### src/rtl/instr_fetch_pkg.sv
// Shared constants and types for the instruction fetch stage.
// Latency: n/a (declarations only).
// Backpressure: n/a (declarations only).
package instr_fetch_pkg;

    localparam int          INSTR_WIDTH      = 32;
    localparam int          PC_STEP          = 4;
    localparam logic [31:0] DEFAULT_RESET_PC = 32'h0000_0000;

    typedef logic [INSTR_WIDTH-1:0] instr_t;

    // All-zero word is the NOP shown to decode while nothing is valid.
    localparam instr_t NOP = '0;

endpackage

### src/rtl/instr_fetch_fifo.sv
// Synchronous FIFO with push/pop/flush, used for fetched words and in-flight PCs.
// Latency: a pushed entry is visible at head_data/!empty one cycle after the push edge.
// Backpressure: push is accepted while not full, or while full with a same-cycle pop.
//
// Ports: clk, rst_n (async active-low); push/push_data in; pop in (ignored when
// empty); flush in (clears all entries, wins over push/pop); head_data, full,
// empty, count out.
module instr_fetch_fifo
    import instr_fetch_pkg::*;
#(
    parameter int DEPTH = 2,
    parameter int WIDTH = 64
) (
    input  logic                       clk,
    input  logic                       rst_n,
    input  logic                       push,
    input  logic [WIDTH-1:0]           push_data,
    input  logic                       pop,
    input  logic                       flush,
    output logic [WIDTH-1:0]           head_data,
    output logic                       full,
    output logic                       empty,
    output logic [$clog2(DEPTH+1)-1:0] count
);

    localparam int              PW   = (DEPTH > 1) ? $clog2(DEPTH) : 1;
    localparam int              CW   = $clog2(DEPTH + 1);
    localparam logic [PW-1:0]   LAST = PW'(DEPTH - 1);

    logic [WIDTH-1:0] mem [DEPTH];
    logic [PW-1:0]    wr_ptr;
    logic [PW-1:0]    rd_ptr;
    logic             do_push;
    logic             do_pop;

    assign full      = (count == CW'(DEPTH));
    assign empty     = (count == '0);
    assign do_pop    = pop && !empty;
    assign do_push   = push && (!full || do_pop);
    assign head_data = mem[rd_ptr];

    always_ff @(posedge clk or negedge rst_n) begin
        if (!rst_n) begin
            wr_ptr <= '0;
            rd_ptr <= '0;
            count  <= '0;
        end else if (flush) begin
            wr_ptr <= '0;
            rd_ptr <= '0;
            count  <= '0;
        end else begin
            if (do_push) begin
                wr_ptr <= (wr_ptr == LAST) ? '0 : wr_ptr + 1'b1;
            end
            if (do_pop) begin
                rd_ptr <= (rd_ptr == LAST) ? '0 : rd_ptr + 1'b1;
            end
            count <= count + CW'(do_push) - CW'(do_pop);
        end
    end

    // Storage needs no reset: nothing reads it until count says it is valid.
    always_ff @(posedge clk) begin
        if (do_push && !flush) begin
            mem[wr_ptr] <= push_data;
        end
    end

endmodule

### src/rtl/instr_fetch.sv
// Instruction fetch: holds the PC, issues credit-limited word reads, buffers returns for decode.
// Latency: req 1 cycle after reset release; grant->rvalid >=1 cycle; rvalid->instr_valid 1 cycle.
// Backpressure: reads issue only while buffered + outstanding < FIFO_DEPTH, so decode stalls never overrun.
//
// Ports: clk, rst_n (async active-low); imem_req/imem_addr out, imem_gnt/imem_rvalid/
// imem_rdata in (responses in grant order); redirect/redirect_pc in (taken branch or
// jump, low two address bits ignored); instr_valid/instr/instr_pc out, instr_ready in.
module instr_fetch
    import instr_fetch_pkg::*;
#(
    parameter int                    ADDR_WIDTH = 32,
    parameter logic [ADDR_WIDTH-1:0] RESET_PC   = ADDR_WIDTH'(DEFAULT_RESET_PC),
    parameter int                    FIFO_DEPTH = 2
) (
    input  logic                   clk,
    input  logic                   rst_n,
    output logic                   imem_req,
    output logic [ADDR_WIDTH-1:0]  imem_addr,
    input  logic                   imem_gnt,
    input  logic                   imem_rvalid,
    input  logic [31:0]            imem_rdata,
    input  logic                   redirect,
    input  logic [ADDR_WIDTH-1:0]  redirect_pc,
    output logic                   instr_valid,
    input  logic                   instr_ready,
    output logic [31:0]            instr,
    output logic [ADDR_WIDTH-1:0]  instr_pc
);

    localparam int                    CW         = $clog2(FIFO_DEPTH + 1);
    localparam int                    EW         = INSTR_WIDTH + ADDR_WIDTH;
    localparam logic [ADDR_WIDTH-1:0] PC_INC     = ADDR_WIDTH'(PC_STEP);
    localparam logic [ADDR_WIDTH-1:0] ALIGN_MASK = ~ADDR_WIDTH'(3);
    localparam logic [CW:0]           DEPTH_W    = (CW + 1)'(FIFO_DEPTH);

    logic [ADDR_WIDTH-1:0] fetch_pc;
    logic                  req_q;
    logic [CW-1:0]         drop_cnt;
    logic [CW-1:0]         outstanding;
    logic [CW-1:0]         occupancy;
    logic [CW-1:0]         out_next;
    logic [CW-1:0]         occ_next;
    logic                  credit_next;

    logic                  pcq_full;
    logic                  pcq_empty;
    logic [ADDR_WIDTH-1:0] rsp_pc;
    logic                  ibuf_full;
    logic                  ibuf_empty;
    logic [EW-1:0]         head;
    instr_t                head_instr;

    logic                  fire;
    logic                  rsp;
    logic                  keep;
    logic                  push;
    logic                  pop;

    assign fire = req_q && imem_gnt && !pcq_full;
    // A response with nothing in flight (e.g. one issued before reset) is ignored.
    assign rsp  = imem_rvalid && !pcq_empty;
    assign keep = rsp && (drop_cnt == '0);
    assign pop  = instr_valid && instr_ready;
    assign push = keep && !redirect && (!ibuf_full || pop);

    // Credits are judged on next-cycle state so the registered req is exact.
    // Stale requests awaiting drop stay in outstanding, so they hold credits too.
    assign out_next    = outstanding + CW'(fire) - CW'(rsp);
    assign occ_next    = redirect ? '0 : occupancy + CW'(push) - CW'(pop);
    assign credit_next = ({1'b0, occ_next} + {1'b0, out_next}) < DEPTH_W;

    // In-flight PC queue: its occupancy is the outstanding-request count.
    instr_fetch_fifo #(
        .DEPTH (FIFO_DEPTH),
        .WIDTH (ADDR_WIDTH)
    ) u_pc_queue (
        .clk       (clk),
        .rst_n     (rst_n),
        .push      (fire),
        .push_data (fetch_pc),
        .pop       (rsp),
        .flush     (1'b0),
        .head_data (rsp_pc),
        .full      (pcq_full),
        .empty     (pcq_empty),
        .count     (outstanding)
    );

    instr_fetch_fifo #(
        .DEPTH (FIFO_DEPTH),
        .WIDTH (EW)
    ) u_instr_buf (
        .clk       (clk),
        .rst_n     (rst_n),
        .push      (push),
        .push_data ({imem_rdata, rsp_pc}),
        .pop       (pop),
        .flush     (redirect),
        .head_data (head),
        .full      (ibuf_full),
        .empty     (ibuf_empty),
        .count     (occupancy)
    );

    always_ff @(posedge clk or negedge rst_n) begin
        if (!rst_n) begin
            req_q    <= 1'b0;
            fetch_pc <= RESET_PC;
            drop_cnt <= '0;
        end else begin
            req_q <= credit_next;

            if (redirect) begin
                fetch_pc <= redirect_pc & ALIGN_MASK;
            end else if (fire) begin
                fetch_pc <= fetch_pc + PC_INC;
            end

            // Everything still in flight after this edge belongs to the old path.
            if (redirect) begin
                drop_cnt <= out_next;
            end else if (rsp && (drop_cnt != '0)) begin
                drop_cnt <= drop_cnt - 1'b1;
            end
        end
    end

    assign imem_req    = req_q;
    assign imem_addr   = fetch_pc;
    assign instr_valid = !ibuf_empty;
    assign head_instr  = head[EW-1:ADDR_WIDTH];
    assign instr       = instr_valid ? head_instr : NOP;
    assign instr_pc    = instr_valid ? head[ADDR_WIDTH-1:0] : RESET_PC;

endmodule
### config.mk
export PLATFORM = sky130hd
export DESIGN_NAME = instr_fetch
export DESIGN_NICKNAME = d
export VERILOG_FILES = /design/src/rtl/instr_fetch_pkg.sv /design/src/rtl/instr_fetch_fifo.sv /design/src/rtl/instr_fetch.sv
export SDC_FILE = /design/constraint.sdc
export NUM_CORES = 1
export LEC_CHECK = 0
export ABC_AREA = 1
export ABC_CLOCK_PERIOD_IN_PS = 12650
export CORE_UTILIZATION = 40
export CTS_CLUSTER_DIAMETER = 150
export DETAILED_ROUTE_END_ITERATION = 7
export GPL_TIMING_DRIVEN = 0
export PLACE_DENSITY = 0.6
export SYNTH_ARGS = -nofsm -noshare
export SYNTH_HDL_FRONTEND = slang
export SYNTH_SLANG_ARGS = --single-unit
### constraint.sdc
create_clock -name clk -period 12.65 [get_ports clk]
set_clock_uncertainty 0.1 [all_clocks]
set_input_delay 2.53 -clock clk [delete_from_list [all_inputs] [get_ports clk]]
set_output_delay 2.53 -clock clk [all_outputs]
set_load 0.005 [all_outputs]
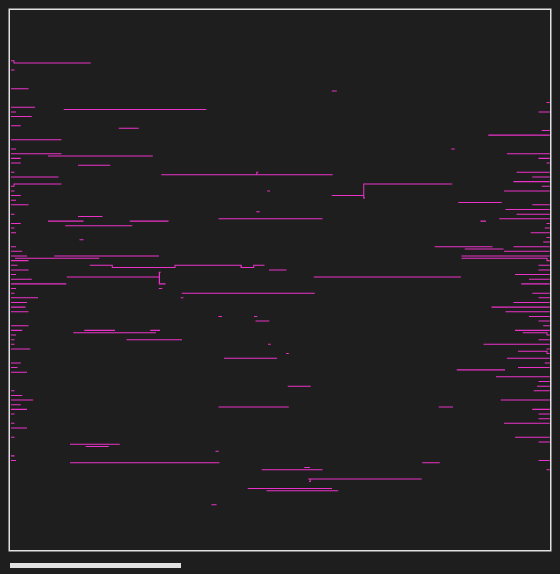
*Signal wires on met3, run 1*
Bar = 50 um.
wire length on this layer: 1,500 um
main direction: horizontal
longest straight run: 49.9 um
nets with wire on the layer: 148
share of all routed wire: 6.7%
met3 GRT Util: 2.96%
DRT Wirelength: 22,300 um
via count: 6,811

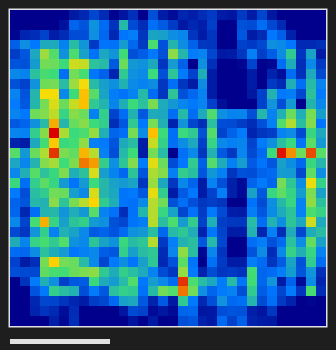
*Routed metal per tile, run 1*
Bar = 50 um. The die is cut into 32 by 32 equal tiles; dark blue is low, red is high, scaled to the fullest tile. Values are wire area over tile area, all layers added.
fullest tile: 0.51
mean over tiles: 0.14
densest ninth of the die: west
Avg WL per Cell: 15.3 um
overall routing resource usage: 18.1%

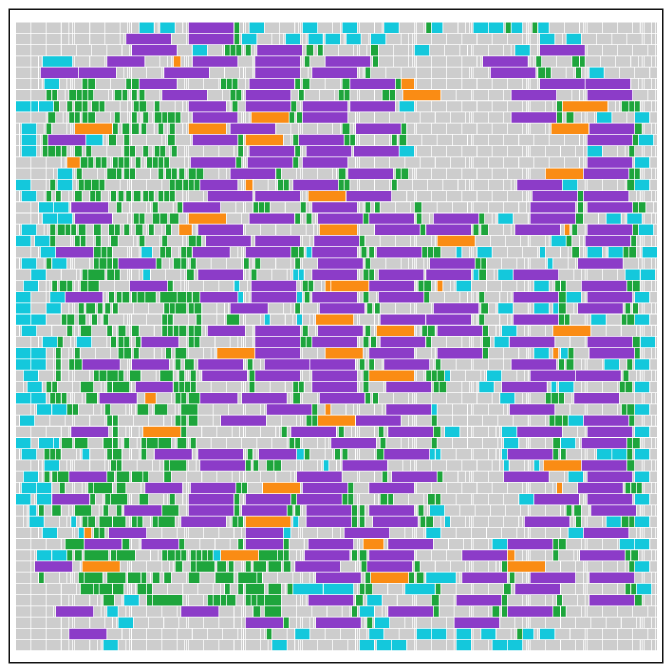
*Placed cells, one colour a class, run 1*
Fill, decap, tap and diode cells in grey.
legend:
  other buffers and delay cells:
    colour: cyan
    cells: 206
    share_of_their_area: 15%
  flip-flops:
    colour: purple
    cells: 225
    share_of_their_area: 53%
  all other logic:
    colour: green
    cells: 664
    share_of_their_area: 25%
  clock drivers and dummy loads:
    colour: orange
    cells: 43
    share_of_their_area: 6.6%
Seq/total area: 51.7%
fin area: 0.0127 mm2
end-of-flow core utilization: 53.5%

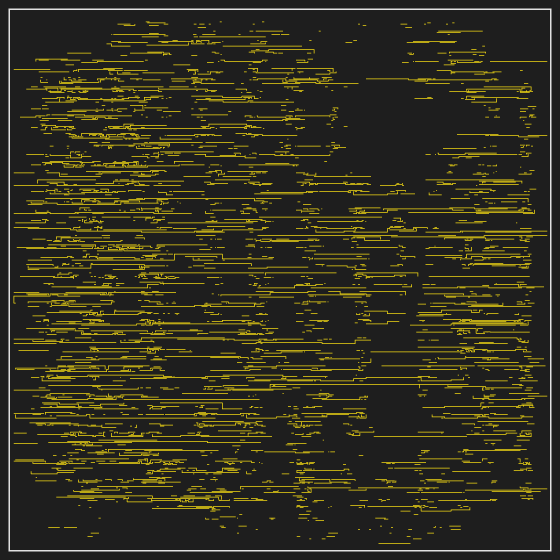
*The metal 1 layer, run 1*
share of all routed wire: 44%
main direction: horizontal
longest straight run: 58.0 um
GRT met1 Usage: 24.2%

-- run 1: placed cells by master, fill, tap and decap left out, types with 3 or more instances in the layout --
cell type	count
o21ai_1	5
bufinv_16	3
o21ai_0	13
nand2_1	361
clkinv_4	3
o21bai_1	10
conb_1	4
buf_1	8
nor2_1	39
nand2_2	3
buf_2	8
xor2_1	10
inv_2	4
clkbuf_1	22
buf_4	6
clkbuf_16	25
clkinv_1	4
edfxtp_1	184
inv_1	55
clkdlybuf4s50_1	159
xnor2_1	5
dfrtp_1	41
nor2_2	6
clkinv_2	4
buf_12	5
nor2_4	10
o211ai_1	5
a21oi_1	65
ha_1	10
nand3_1	46
==> changes_impl.md, run 1 <==
## Flow update

- Status: completed
- Top area cell types: edfxtp_1, nand2_1, dfrtp_1, a21oi_1, nand3_1
- Sequential share of power: 40.8%
- Tcrit/Tclk final: 40.7%
- Area leader, netlist: edfxtp_1
- Total CTS buffers: 24
- Worst Hold Launch: u_pc_queue.mem[1][30]
- Yosys top cell area share: 56.8%
- Initial antenna violation count: 0
- Place WS: 7.45 ns
- IO Port Bufs: 160
- N_taps: 319
- Die height: 158 um
- Cell depth of the worst setup path: 5
- Tot Pwr: 2.52 mW
- Worst hold slack: 0.435 ns
- Syn Inst Count: 927
- Tool warning count: 28
- Critical Path RT: 10.02 ns
- Met2 usage: 30.8%
- Max Cap Viol: 0
- Max Clk Rate: 194 MHz
- CTS tree: done
- Metal-1 WL: 9860 um
- Reg2Reg Depth: 13
- Final max-slew violation count: 0
- Buf/Inv on CP: 3
- HPWL after DPL: 15,300 um
- Non-clock inverters: 60
- Total grt overflow: 0
- RSZ-0062 raised after global routing: false
- Yosys stat area: 0.00973 mm2
- Worst-margin pin slew: 0.930 ns
- Largest class: flip-flops and latches
--- run 2 (diff from run 1) ---
--- a/config.mk
+++ b/config.mk
@@ -6,7 +6,7 @@
 export NUM_CORES = 1
 export LEC_CHECK = 0
 export ABC_AREA = 1
-export ABC_CLOCK_PERIOD_IN_PS = 12650
+export ABC_CLOCK_PERIOD_IN_PS = 5400
 export CORE_UTILIZATION = 40
 export CTS_CLUSTER_DIAMETER = 150
 export DETAILED_ROUTE_END_ITERATION = 7
==> constraint.sdc (replaced) <==
create_clock -name clk -period 5.4 [get_ports clk]
set_clock_uncertainty 0.1 [all_clocks]
set_input_delay 1.08 -clock clk [delete_from_list [all_inputs] [get_ports clk]]
set_output_delay 1.08 -clock clk [all_outputs]
set_load 0.005 [all_outputs]
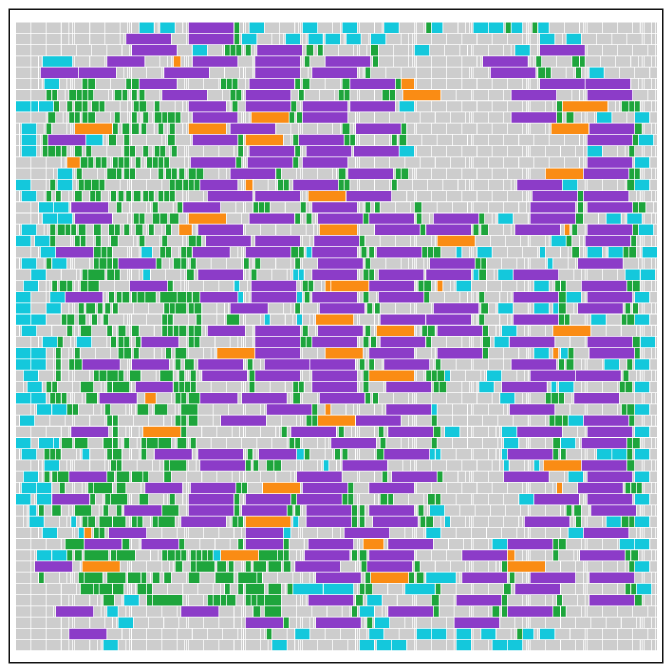
*Placed cells, one colour a class, run 2*
Fill, decap, tap and diode cells in grey.
legend:
  other buffers and delay cells:
    colour: cyan
    cells: 206
    share_of_their_area: 15%
  clock drivers and dummy loads:
    colour: orange
    cells: 43
    share_of_their_area: 6.6%
  flip-flops:
    colour: purple
    cells: 225
    share_of_their_area: 53%
  all other logic:
    colour: green
    cells: 664
    share_of_their_area: 25%
Placement Rows: 56
core area: 0.0237 mm2

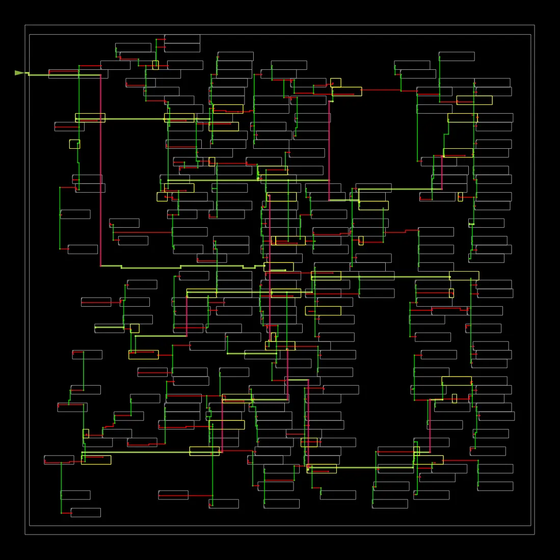
*Clock nets, run 2*
total CTS buffers: 24
Seq cells: 225
clock latency reported for the late side of the worst-skew pair: 0.51 ns
clkbuf count: 29

==> changes_impl.md, run 2 <==
## Flow update

- Commonest Layout Cell: nand2_1
- Die height: 158 um (unchanged)
- Seq/total area: 51.7% (unchanged)
- Area leader, netlist: edfxtp_1
- Max Cap Viol: 0 (unchanged)
- Total grt overflow: 0 (unchanged)
- Sequential share of power: 40.8% (about the same)
- CTS tree: done
- HPWL after DPL: 15,300 um (unchanged)
- Via count: 6,811 (unchanged)
- GRT met1 Usage: 24.2% (unchanged)
- Syn Inst Count: 927 (unchanged)
- Worst-margin pin slew: 0.930 ns (unchanged)
- Yosys top cell area share: 56.8% (unchanged)
- Met2 usage: 30.8% (unchanged)
- Yosys stat area: 0.00973 mm2 (unchanged)
- Place WS: 1.65 ns (-5.80 ns)
- Max Clk Rate: 270 MHz
- RSZ-0062 raised after global routing: false
- Final max-slew violation count: 0 (unchanged)
- Metal-1 WL: 9860 um (unchanged)
- Tool warning count: 28 (unchanged)
- Initial antenna violation count: 0 (unchanged)
- Avg WL per Cell: 15.3 um (unchanged)
- Overall routing resource usage: 18.1% (unchanged)
- Status: completed
- Non-clock inverters: 60 (unchanged)
- Met3 GRT Util: 2.96% (unchanged)
- Reg2Reg Depth: 13 (unchanged)
- Top area cell types: edfxtp_1, nand2_1, dfrtp_1, a21oi_1, nand3_1
-- run 2: cell counts in the layout (fill, tap and decap cells not counted) --
Identical to the previous run, type by type.
-- run 2: worst min-delay path by stage --
stage / end / slack [ns] / depth (start not counted)
2_1_floorplan: u_instr_buf.wr_ptr / 0.38 / 1
5_1_grt: imem_addr[27] / 0.32 / 1
3_5_place_dp: u_instr_buf.mem[1][28] / 0.42 / 2
4_1_cts: imem_addr[24] / 0.31 / 1
6_report: imem_addr[27] / 0.32 / 1
3_3_place_gp: u_instr_buf.wr_ptr / 0.40 / 1
-- run 2: stage by stage --
stage	util [%]	instance area [um2]	power [mW]
6_report	53.5	12700	5.90
2_1_floorplan	-	9740	3.35
3_5_place_dp	50.1	11900	4.31
4_1_cts	53.5	12700	5.98
5_1_grt	53.5	12700	6.28
3_3_place_gp	49.6	11700	4.27
### Routed metal per tile, run 2

Bar = 50 um. The die is cut into 32 by 32 equal tiles; dark blue is low, red is high, scaled to the fullest tile. Values are wire area over tile area, all layers added.
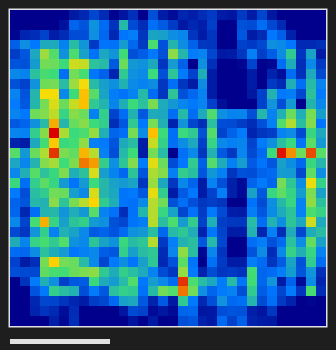

--- run 3 (diff from run 2) ---
--- a/config.mk
+++ b/config.mk
@@ -6,12 +6,12 @@
 export NUM_CORES = 1
 export LEC_CHECK = 0
 export ABC_AREA = 1
-export ABC_CLOCK_PERIOD_IN_PS = 5400
+export ABC_CLOCK_PERIOD_IN_PS = 3000
 export CORE_UTILIZATION = 40
 export CTS_CLUSTER_DIAMETER = 150
 export DETAILED_ROUTE_END_ITERATION = 7
 export GPL_TIMING_DRIVEN = 0
-export PLACE_DENSITY = 0.6
+export PLACE_DENSITY = 0.63
 export SYNTH_ARGS = -nofsm -noshare
 export SYNTH_HDL_FRONTEND = slang
 export SYNTH_SLANG_ARGS = --single-unit
==> constraint.sdc (replaced) <==
create_clock -name clk -period 3 [get_ports clk]
set_clock_uncertainty 0.1 [all_clocks]
set_input_delay 0.6 -clock clk [delete_from_list [all_inputs] [get_ports clk]]
set_output_delay 0.6 -clock clk [all_outputs]
set_load 0.005 [all_outputs]
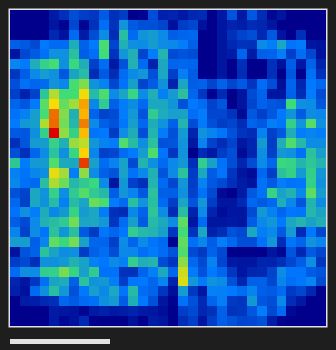
*Routed metal per tile, run 3*
Bar = 50 um. The die is cut into 32 by 32 equal tiles; dark blue is low, red is high, scaled to the fullest tile. Values are wire area over tile area, all layers added.
nearly empty tiles: 9.1%
densest ninth of the die: west
mean over tiles: 0.14
fullest tile: 0.62
tiles over half the peak: 5.4%
emptiest ninth of the die: north-east
via count: 6,858
DRT Wirelength: 22,200 um

==> changes_impl.md, run 3 <==
## Flow update

- Status: completed
- Worst-margin pin slew: 0.902 ns (-0.0277 ns)
- Total CTS buffers: 24 (unchanged)
- HPWL after DPL: 15,500 um (+1.1%)
- RSZ-0062 raised after global routing: false
- End-of-flow core utilization: 53.7% (+0.19 points)
- Core area: 0.0237 mm2 (unchanged)
- Syn Inst Count: 927 (unchanged)
- Area post-placement: 0.0119 mm2 (+0.13%)
- Total grt overflow: 0 (unchanged)
- Commonest Layout Cell: nand2_1
- Max Clk Rate: 346 MHz
- Sequential share of power: 40.9% (about the same)
- Non-clock inverters: 60 (unchanged)
- CTS tree: done
- Seq cells: 225 (unchanged)
- Place WS: -0.294 ns (-1.94 ns)
- Placement Rows: 56 (unchanged)
- Avg WL per Cell: 15.2 um (-0.44%)
- Tool warning count: 29 (+3.6%)
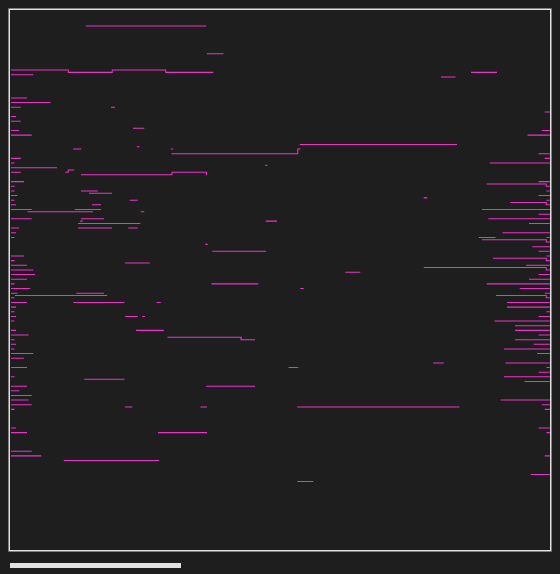
*Signal wires on met3, run 3*
Bar = 50 um.
wire length on this layer: 1,210 um
share of all routed wire: 5.4%
longest straight run: 47.2 um
nets with wire on the layer: 138
main direction: horizontal
met3 GRT Util: 2.87%

## run 3: what timing repair did
action,CTS,global route
endpoints found under the hold margin,12,0
setup buffers,0,0
setup endpoints to repair,60,46
resized,20,11
hold buffers,1,0
## run 3: kinds of logic (layout without fill, tap and decap cells)
group	count (synthesis)	in the layout	synth area share, %
DFF	225	225	67.3
adders and majority gates	11	11	1.49
AOI/OAI and AO/OA	102	102	5.81
and+or+nand+nor	472	472	19.7
other	1	4	0.0385
buffers and inverters	101	311	4.29
xor gates and xnor gates	15	15	1.35
## run 3: layer usage
metal	global-route usage (%)	up-vias	part of all wire, %
met3	2.87	29	5.4
met5	0	-	0
li1	-	3463	-
met1	24.1	3166	45
met2	30.9	200	48
met4	5.04	0	1.5
No activity file was given, so power comes from the tool's default toggle rates.
